**Drive-strength map**

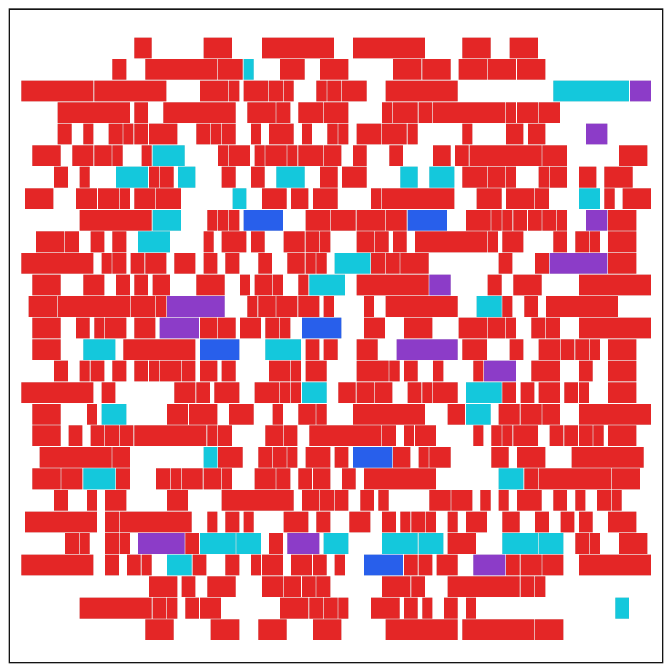
**Metal 1**

Supply wires on this layer in gray.
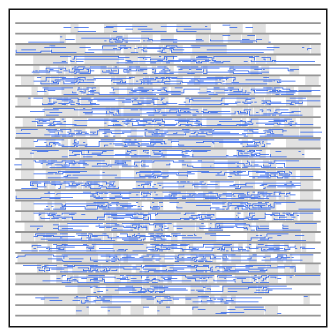
**Cells colored by class**

Scale bar: 20 um.
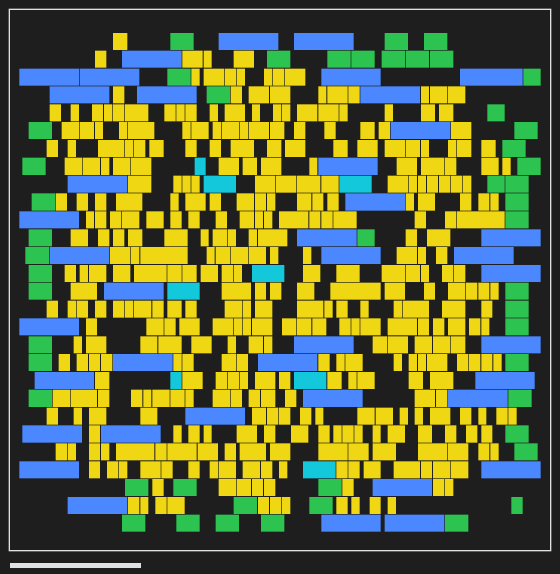
**Routed clock nets over the placement**

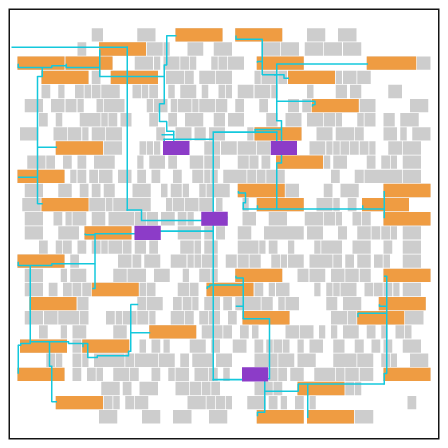
<file path="src/rtl/simple_proc_pkg.sv">
// Shared definitions for the set-bit scanner: default word width, the
// IDLE/SCAN state encoding and small bit-counting helpers.
package simple_proc_pkg;

  localparam int DEFAULT_W = 32;

  typedef enum logic {
    IDLE = 1'b0,
    SCAN = 1'b1
  } state_t;

  // True when exactly one bit of v is set.
  function automatic logic one_hot32(input logic [31:0] v);
    return (v != 32'd0) && ((v & (v - 32'd1)) == 32'd0);
  endfunction

  // Number of set bits in v.
  function automatic logic [5:0] popcount32(input logic [31:0] v);
    logic [5:0] c;
    c = '0;
    for (int i = 0; i < 32; i++) begin
      c = c + {5'd0, v[i]};
    end
    return c;
  endfunction

endpackage

</file>
<file path="src/rtl/set_bit_scanner_ffs_enc.sv">
// Combinational find-first-set encoder: idx is the position of the lowest
// set bit of word, any flags a non-zero word. idx is 0 for an all-zero word.
module ffs_enc #(
  parameter int W = 32
) (
  input  logic [W-1:0]         word,
  output logic [$clog2(W)-1:0] idx,
  output logic                 any
);

  // Scan from the top down so the lowest set bit is the last one written.
  always_comb begin
    idx = '0;
    any = |word;
    for (int i = W - 1; i >= 0; i--) begin
      if (word[i]) idx = ($clog2(W))'(i);
    end
  end

endmodule

</file>
<file path="src/rtl/set_bit_scanner.sv">
// Set-bit scanner: accepts a word and emits one beat per set bit, lowest
// index first, over a valid/ready output. An all-zero word yields a single
// beat flagged out_zero. flush aborts the scan in progress.
// Optional feature: define SET_BIT_SCANNER_POPCOUNT_EN to add out_count,
// the popcount of the accepted word held for the whole scan.
//
// state | meaning
// IDLE  | waiting for a word, in_ready high
// SCAN  | presenting beats for the word held in work
module set_bit_scanner
  import simple_proc_pkg::*;
#(
  parameter int W = DEFAULT_W
) (
  input  logic                 clk,
  input  logic                 rst_n,
  input  logic [W-1:0]         in_word,
  input  logic                 in_valid,
  output logic                 in_ready,
  input  logic                 flush,
  output logic                 out_valid,
  input  logic                 out_ready,
  output logic [$clog2(W)-1:0] out_idx,
  output logic                 out_last,
  output logic                 out_zero
`ifdef SET_BIT_SCANNER_POPCOUNT_EN
  ,
  output logic [$clog2(W):0]   out_count
`endif
);

  state_t                 state;
  logic [W-1:0]           work;
  logic [W-1:0]           work_next;
  logic [W-1:0]           enc_word;
  logic [$clog2(W)-1:0]   enc_idx;
  logic                   enc_any;
  logic                   enc_last;
  logic                   accept;
  logic                   beat_done;

  assign in_ready  = (state == IDLE) && !flush;
  assign accept    = in_valid && in_ready;
  assign beat_done = (state == SCAN) && out_valid && out_ready && !flush;

  // Work word with the bit of the current beat removed.
  assign work_next = work & ~(W'(1) << out_idx);

  // One encoder serves both the first beat (from in_word) and each following
  // beat (from the work word after the current bit is retired), so outputs
  // can be registered without extra latency.
  assign enc_word = (state == IDLE) ? in_word : work_next;
  assign enc_last = !enc_any || one_hot32(32'(enc_word));

  ffs_enc #(.W(W)) u_ffs_enc (
    .word (enc_word),
    .idx  (enc_idx),
    .any  (enc_any)
  );

  // Scan FSM with registered beat outputs; flush overrides any handshake.
  always_ff @(posedge clk or negedge rst_n) begin
    if (!rst_n) begin
      state     <= IDLE;
      work      <= '0;
      out_valid <= 1'b0;
      out_idx   <= '0;
      out_last  <= 1'b0;
      out_zero  <= 1'b0;
    end else if (flush) begin
      state     <= IDLE;
      work      <= '0;
      out_valid <= 1'b0;
      out_idx   <= '0;
      out_last  <= 1'b0;
      out_zero  <= 1'b0;
    end else if (accept) begin
      state     <= SCAN;
      work      <= in_word;
      out_valid <= 1'b1;
      out_idx   <= enc_idx;
      out_last  <= enc_last;
      out_zero  <= !enc_any;
    end else if (beat_done) begin
      if (out_last) begin
        state     <= IDLE;
        work      <= '0;
        out_valid <= 1'b0;
        out_idx   <= '0;
        out_last  <= 1'b0;
        out_zero  <= 1'b0;
      end else begin
        work     <= work_next;
        out_idx  <= enc_idx;
        out_last <= enc_last;
      end
    end
  end

`ifdef SET_BIT_SCANNER_POPCOUNT_EN
  // Popcount captured at acceptance and held until the next word.
  always_ff @(posedge clk or negedge rst_n) begin
    if (!rst_n) begin
      out_count <= '0;
    end else if (accept) begin
      out_count <= ($clog2(W) + 1)'(popcount32(32'(in_word)));
    end
  end
`endif

endmodule
</file>
<file path="config.mk">
export PLATFORM = sky130hd
export DESIGN_NAME = set_bit_scanner
export DESIGN_NICKNAME = d
export VERILOG_FILES = /design/src/rtl/simple_proc_pkg.sv /design/src/rtl/set_bit_scanner_ffs_enc.sv /design/src/rtl/set_bit_scanner.sv
export SDC_FILE = /design/constraint.sdc
export NUM_CORES = 1
export LEC_CHECK = 0
export CORE_UTILIZATION = 55
export CTS_BUF_LIST = sky130_fd_sc_hd__clkbuf_2 sky130_fd_sc_hd__clkbuf_4 sky130_fd_sc_hd__clkbuf_8
export CTS_CLUSTER_DIAMETER = 100
export DETAILED_ROUTE_END_ITERATION = 6
export HOLD_SLACK_MARGIN = 0.05
export PLACE_DENSITY_LB_ADDON = 0.15
export SYNTH_ARGS = -nofsm -noshare
export SYNTH_HDL_FRONTEND = slang
export SYNTH_SLANG_ARGS = --single-unit
</file>
<file path="constraint.sdc">
create_clock -name clk -period 8.63 [get_ports clk]
set_clock_uncertainty 0.15 [all_clocks]
set_input_delay 1.726 -clock clk [delete_from_list [all_inputs] [get_ports clk]]
set_output_delay 1.726 -clock clk [all_outputs]
set_load 0.05 [all_outputs]
</file>
==> changes_impl.md <==
## Flow update

* Gate power share at 0.460
* CTS Hold Buffers Added at 0
* Postcts setup bufs at 0
* Boundary Pins at 46
* Tmin final at 5.21 ns
* Register area share after synthesis at 0.282
* M3 GR Usage at 0.0626
* Routed Antenna Nets at 0
* Synthesized flop and latch total at 40
* Main logic family after synthesis: AND-OR/OR-AND gates
* Syn Area/Cell at 7.69 sq um
* Max_slew headroom at 0.223
* XOR Share, Synth at 0
* Hold WS at 0.340 ns
* GRT Max-Usage Layer: met2
* Worst Setup Start Kind: input port
* Status: finished clean
* Fin cells at 558
* CP Class: input port to output pin
* Pwr top: combinational logic
* Warnings, synthesis at 0
* IO buf count at 45
* P_seq at 0.218 mW
* Synth Instances at 461
* # setup viols final at 0
* Internal Power at 0.374 mW
* MUX share of area at 0.0240
* Post-Place Cells at 550
* Most frequent CP cell: clkdlybuf4s50_1
* Sw Ratio at 0.432
* Leak at 1.46 nW
* Vias in the first global route at 3630
* Worst vdd ir at 0.000149 V
* CP max stage delay at 0.83 ns
* Vias at 3942
* Post-cts repair resize count at 0
* Net Sw Power at 0.284 mW
* Via-to-Cell Ratio at 7.06
* Worst Path Arrival at 3.33 ns
* Max stage delay cell, worst path: clkdlybuf4s50_1
* Post-route clock period utilization at 0.603
Back to the opening pictures, 'drive-strength map':
color	size	cells
blue	drive 6 and up	6
red	drive 1 or less	432
cyan	drive 2	33
purple	drive 3 to 4	12

Back to the opening pictures, 'metal 1':
main direction	horizontal
longest straight run	32.7 um
share of all routed wire	43%
wire length on this layer	4810 um

Back to the opening pictures, 'cells colored by class':
color	class	cells
green	other buffers and delay cells	49
cyan	clock drivers and dummy loads	8
yellow	all other logic	386
blue	flip-flops	40
FP Rows: 28
core area: 6060 sq um
fin area: 4050 sq um
Seq area share: 0.247

Back to the opening pictures, 'routed clock nets over the placement':
[orange] flip-flops | count: 40
[cyan] clock wires | length: 614 um
[purple] cells driving clock nets | count: 5
flops lie	widely spread
Clk pwr share: 0.208
Clk power: 0.137 mW
clk latency late pin: 0.31 ns

-- area by class of cell --
class	count	area [sq um]	share of cell area
multi-input cells	379	2360	0.583
flip-flops and latches	40	1000	0.247
repair buffers	49	475	0.117
well taps	75	93.8	0.0231
clock buffers	6	82.6	0.0204
inverters	7	26.3	0.00648
clock inverters	2	10.0	0.00247
-- path summary, 6_finish.rpt --
check                         start        to  slack (ns)  cells past startpoint
setup / recovery              flush  in_ready        3.42                      3
setup reg to reg              state  out_last        4.90                      9
max in group asynchronous     rst_n     state        6.30                      1
hold / removal             work[12]  work[12]        0.34                      2
hold reg to reg            work[12]  work[12]        0.34                      2
min in group asynchronous     rst_n   work[1]        1.40                      1
-- synthesized netlist by cell type (all sizes together) (2+ instances only) --
master	instances	area share
mux2	4	0.013
nand2b	5	0.011
nand4	5	0.0088
a211o	3	0.0074
a22oi	14	0.030
nor2	35	0.037
maj3	2	0.0056
o31ai	6	0.014
o211ai	7	0.015
a32oi	2	0.0049
o21a	12	0.025
or3b	3	0.0088
nor3	30	0.042
buf	12	0.023
a21o	2	0.0042
nand3b	5	0.014
a31oi	19	0.041
a31o	3	0.0074
or3	2	0.0049
a221oi	2	0.0049
a32o	2	0.0056
nand3	5	0.0071
o21ba	2	0.0056
mux2i	4	0.011
o22a	2	0.0049
a211oi	2	0.0042
nor2b	7	0.012
a21oi	28	0.041
o41ai	2	0.0049
or2	3	0.0053
inv	7	0.0074
o2bb2ai	5	0.012
o211a	2	0.0056
o21ai	70	0.11
dfrtp	40	0.28
a2bb2oi	2	0.0049
nand2	55	0.058
nor4	4	0.015
a2111oi	4	0.0099
a22o	4	0.0099
clkbuf	23	0.025
-- flip-flops by register name (all words and copies together) (netlist names) --
name / cells
out_idx: 5
out_zero: 1
out_last: 1
work: 32
state: 1
Power is estimated from default activity; no workload was simulated.
